### Signal wires on met1

The bar under the picture is 10 µm long.
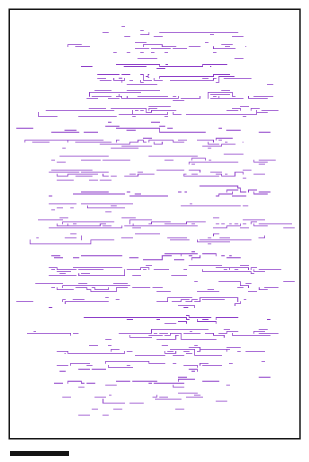
### Met2 routing

The bar under the picture is 10 µm long.
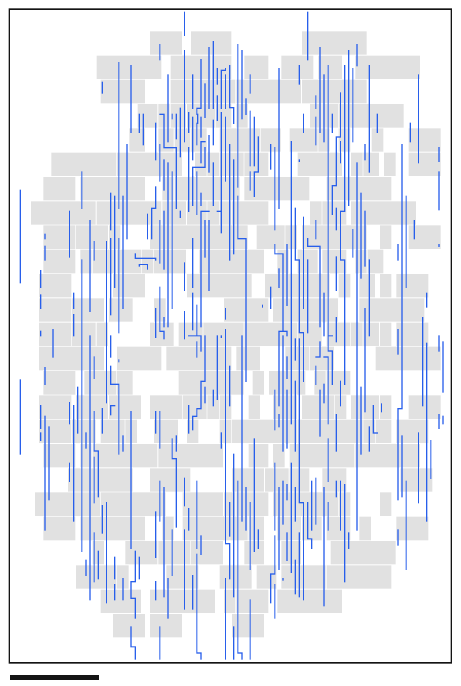
### Signal wires on met3

The bar under the picture is 10 µm long.
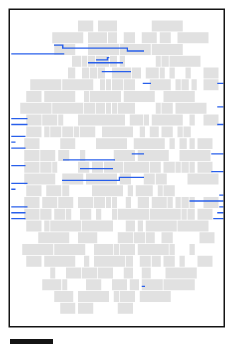
`config.mk`:
```
export PLATFORM = sky130hd
export DESIGN_NAME = serial_adder_ctrl_flat
export DESIGN_NICKNAME = d
export VERILOG_FILES = /design/src/rtl/serial_adder_ctrl_pkg.sv /design/src/rtl/serial_adder_ctrl_if.sv /design/src/rtl/serial_adder_ctrl_full_adder.sv /design/src/rtl/serial_adder_ctrl.sv /design/src/flat_wrapper.sv
export SDC_FILE = /design/constraint.sdc
export NUM_CORES = 1
export LEC_CHECK = 0
export CORE_ASPECT_RATIO = 1.5
export CORE_UTILIZATION = 51
export DETAILED_ROUTE_END_ITERATION = 10
export PLACE_DENSITY = 0.78
export SKIP_CTS_REPAIR_TIMING = 1
export SYNTH_ARGS = -nofsm -noshare
export SYNTH_HDL_FRONTEND = slang
export SYNTH_SLANG_ARGS = --single-unit
```
`constraint.sdc`:
```
create_clock -name clk -period 1.7 [get_ports clk]
set_input_delay 0.34 -clock clk [delete_from_list [all_inputs] [get_ports clk]]
set_output_delay 0.34 -clock clk [all_outputs]
set_load 0.02 [all_outputs]
```
`src/rtl/serial_adder_ctrl_pkg.sv`:
```
// serial_adder_ctrl shared definitions
// FSM encodings, default width, counter sizing
package serial_adder_ctrl_pkg;

  localparam int DEF_WIDTH = 8;

  typedef enum logic [1:0] {
    ST_IDLE = 2'd0,
    ST_RUN  = 2'd1,
    ST_DONE = 2'd2
  } state_e;

  function automatic int cnt_w(input int w);
    return ($clog2(w) < 1) ? 1 : $clog2(w);
  endfunction

endpackage

```
`src/rtl/serial_adder_ctrl_if.sv`:
```
// serial_adder_ctrl host bundle
// start/operands in, busy/done/result out
interface serial_adder_ctrl_if
  import serial_adder_ctrl_pkg::*;
#(
  parameter int WIDTH = DEF_WIDTH
);

  logic             start;
  logic [WIDTH-1:0] a;
  logic [WIDTH-1:0] b;
  logic             cin;
  logic             busy;
  logic             done;
  logic [WIDTH-1:0] sum;
  logic             cout;

  modport master (
    output start, a, b, cin,
    input  busy, done, sum, cout
  );

  modport slave (
    input  start, a, b, cin,
    output busy, done, sum, cout
  );

endinterface

```
`src/rtl/serial_adder_ctrl_full_adder.sv`:
```
// full_adder: one-bit datapath slice
// used once by the serial controller
module full_adder (
  input  logic a,
  input  logic b,
  input  logic cin,
  output logic sum,
  output logic cout
);

  assign sum  = a ^ b ^ cin;
  assign cout = (a & b) | (cin & (a ^ b));

endmodule

```
`src/rtl/serial_adder_ctrl.sv`:
```
// serial_adder_ctrl: bit-serial adder, LSB first
// one full_adder reused each cycle, carry kept in a flop
module serial_adder_ctrl
  import serial_adder_ctrl_pkg::*;
#(
  parameter int WIDTH = DEF_WIDTH
) (
  input  logic clk,
  input  logic rst,
  serial_adder_ctrl_if.slave bus
);

  localparam int CW = cnt_w(WIDTH);
  localparam logic [CW-1:0] LAST = CW'(WIDTH - 1);

  state_e           state_q, state_d;
  logic [WIDTH-1:0] a_sr_q, a_sr_d;
  logic [WIDTH-1:0] b_sr_q, b_sr_d;
  logic [WIDTH-1:0] s_sr_q, s_sr_d;
  logic             carry_q, carry_d;
  logic [CW-1:0]    cnt_q, cnt_d;
  logic [WIDTH-1:0] sum_q, sum_d;
  logic             cout_q, cout_d;
  logic             busy_q, busy_d;
  logic             done_q, done_d;
  logic             fa_s;
  logic             fa_c;

  // bit 0 of the result shifter falls off each shift
  wire unused_s0 = s_sr_q[0];

  full_adder u_fa (
    .a    (a_sr_q[0]),
    .b    (b_sr_q[0]),
    .cin  (carry_q),
    .sum  (fa_s),
    .cout (fa_c)
  );

  // next state, shifter updates, result capture
  always_comb begin
    state_d = state_q;
    a_sr_d  = a_sr_q;
    b_sr_d  = b_sr_q;
    s_sr_d  = s_sr_q;
    carry_d = carry_q;
    cnt_d   = cnt_q;
    sum_d   = sum_q;
    cout_d  = cout_q;
    unique case (state_q)
      ST_IDLE: begin
        if (bus.start) begin
          a_sr_d  = bus.a;
          b_sr_d  = bus.b;
          carry_d = bus.cin;
          cnt_d   = '0;
          s_sr_d  = '0;
          state_d = ST_RUN;
        end
      end
      ST_RUN: begin
        s_sr_d  = {fa_s, s_sr_q[WIDTH-1:1]};
        a_sr_d  = a_sr_q >> 1;
        b_sr_d  = b_sr_q >> 1;
        carry_d = fa_c;
        if (cnt_q == LAST) begin
          state_d = ST_DONE;
          sum_d   = {fa_s, s_sr_q[WIDTH-1:1]};
          cout_d  = fa_c;
        end else begin
          cnt_d = cnt_q + CW'(1);
        end
      end
      ST_DONE: state_d = ST_IDLE;
      default: state_d = ST_IDLE;
    endcase
    busy_d = (state_d != ST_IDLE);
    done_d = (state_d == ST_DONE);
  end

  // register everything; reset aborts and clears
  always_ff @(posedge clk) begin
    if (rst) begin
      state_q <= ST_IDLE;
      a_sr_q  <= '0;
      b_sr_q  <= '0;
      s_sr_q  <= '0;
      carry_q <= 1'b0;
      cnt_q   <= '0;
      sum_q   <= '0;
      cout_q  <= 1'b0;
      busy_q  <= 1'b0;
      done_q  <= 1'b0;
    end else begin
      state_q <= state_d;
      a_sr_q  <= a_sr_d;
      b_sr_q  <= b_sr_d;
      s_sr_q  <= s_sr_d;
      carry_q <= carry_d;
      cnt_q   <= cnt_d;
      sum_q   <= sum_d;
      cout_q  <= cout_d;
      busy_q  <= busy_d;
      done_q  <= done_d;
    end
  end

  assign bus.busy = busy_q;
  assign bus.done = done_q;
  assign bus.sum  = sum_q;
  assign bus.cout = cout_q;

endmodule

```
`src/flat_wrapper.sv`:
```
// flat-port wrapper written by rule: the top's interface ports become plain ports
module serial_adder_ctrl_flat import serial_adder_ctrl_pkg::*;
#(
  parameter int WIDTH = DEF_WIDTH
)
  (clk, rst, bus_start, bus_a, bus_b, bus_cin, bus_busy, bus_done, bus_sum, bus_cout);
  serial_adder_ctrl_if #(.WIDTH(WIDTH)) bus_i ();
  input  logic clk;
  input  logic rst;
  input wire logic [$bits(bus_i.start)-1:0] bus_start;
  input wire logic [$bits(bus_i.a)-1:0] bus_a;
  input wire logic [$bits(bus_i.b)-1:0] bus_b;
  input wire logic [$bits(bus_i.cin)-1:0] bus_cin;
  output wire logic [$bits(bus_i.busy)-1:0] bus_busy;
  output wire logic [$bits(bus_i.done)-1:0] bus_done;
  output wire logic [$bits(bus_i.sum)-1:0] bus_sum;
  output wire logic [$bits(bus_i.cout)-1:0] bus_cout;
  assign bus_i.start = bus_start;
  assign bus_i.a = bus_a;
  assign bus_i.b = bus_b;
  assign bus_i.cin = bus_cin;
  assign bus_busy = bus_i.busy;
  assign bus_done = bus_i.done;
  assign bus_sum = bus_i.sum;
  assign bus_cout = bus_i.cout;
  serial_adder_ctrl #(.WIDTH(WIDTH)) u_core (.clk(clk), .rst(rst), .bus(bus_i));
endmodule
```
==> reports/metrics.csv <==
metric,value,unit
clock tree sinks,40,
Die W,49.4,µm
crit path time final,1.58,ns
Yosys top cell by instances,dfxtp_1,
Synth logic family,AND-OR/OR-AND gates,
Buffers on Ports,30,
Logic inverters,5,
hold slack,0.462,ns
Routed Antenna Nets,0,
status,completed,
Clk. pwr,765,µW
synthesized instance count,178,
gp weighted congestion,0.726,
largest net degree at the start of global routing,41,
flop count,40,
Max-Cap Viols,0,
"Largest delay share family, worst path",simple AND/OR/NAND/NOR gates,
Via density,5.38,
Synth cell types,31,
M3 GR Usage,5.63,%
Worst Path Arrival,1.79,ns
Comb gate area,790,µm²
total power,2.00,mW
Mapped Area,1720,µm²
Die Ht,73.1,µm
multi-input gates,120,
post-synthesis mux area share,7.00,%
grt total ovfl,0,
Fmax,0.632,GHz
CP Class,flop to flop,
gr busiest metal,met2,
Worst Hold End,u_core.bus.sum[2]$_SDFFE_PP0P_,
total wire length,3250,µm
dominant logic cell type in the layout,dfxtp_1,
CTS max path bufs,2,
Crit. Startpoint,u_core.cnt_q[0]$_SDFFE_PP0P_,
About 'Signal wires on met1':
nets with wire on the layer	204
longest straight run	17.5 µm

About 'Met2 routing':
wire length on this layer	1,800 µm
share of all routed wire	55%
nets with wire on the layer	194
longest straight run	41.1 µm

About 'Signal wires on met3':
main direction	horizontal
longest straight run	14.9 µm

tightest hold or removal path, delay by kind of cell (launching register included):
family             cells  cell delay, ns
AOI/OAI and AO/OA      1            0.06
DFF                    1            0.31
and+or+nand+nor        1            0.05
how the worst max path moves through the flow:
stage	to	depth (start not counted)
global placement	u_core.a_sr_q[3]$_SDFFE_PP0P_	4
floorplan	u_core.bus.cout$_SDFFE_PP0P_	5
global route	u_core.bus.cout$_SDFFE_PP0P_	5
finish	u_core.bus.sum[7]$_SDFFE_PP0P_	5
CTS	bus_sum[5]	1
detailed placement	u_core.a_sr_q[2]$_SDFFE_PP0P_	4
cells by family after synthesis:
logic type / after synthesis
buffers and inverters: 18
multiplexers: 12
AND-OR/OR-AND: 42
flip-flops: 40
AND/OR/NAND/NOR: 62
adder cells (fa/ha/maj): 4
Power figures rest on the tool's default switching activity, not on a simulated workload.
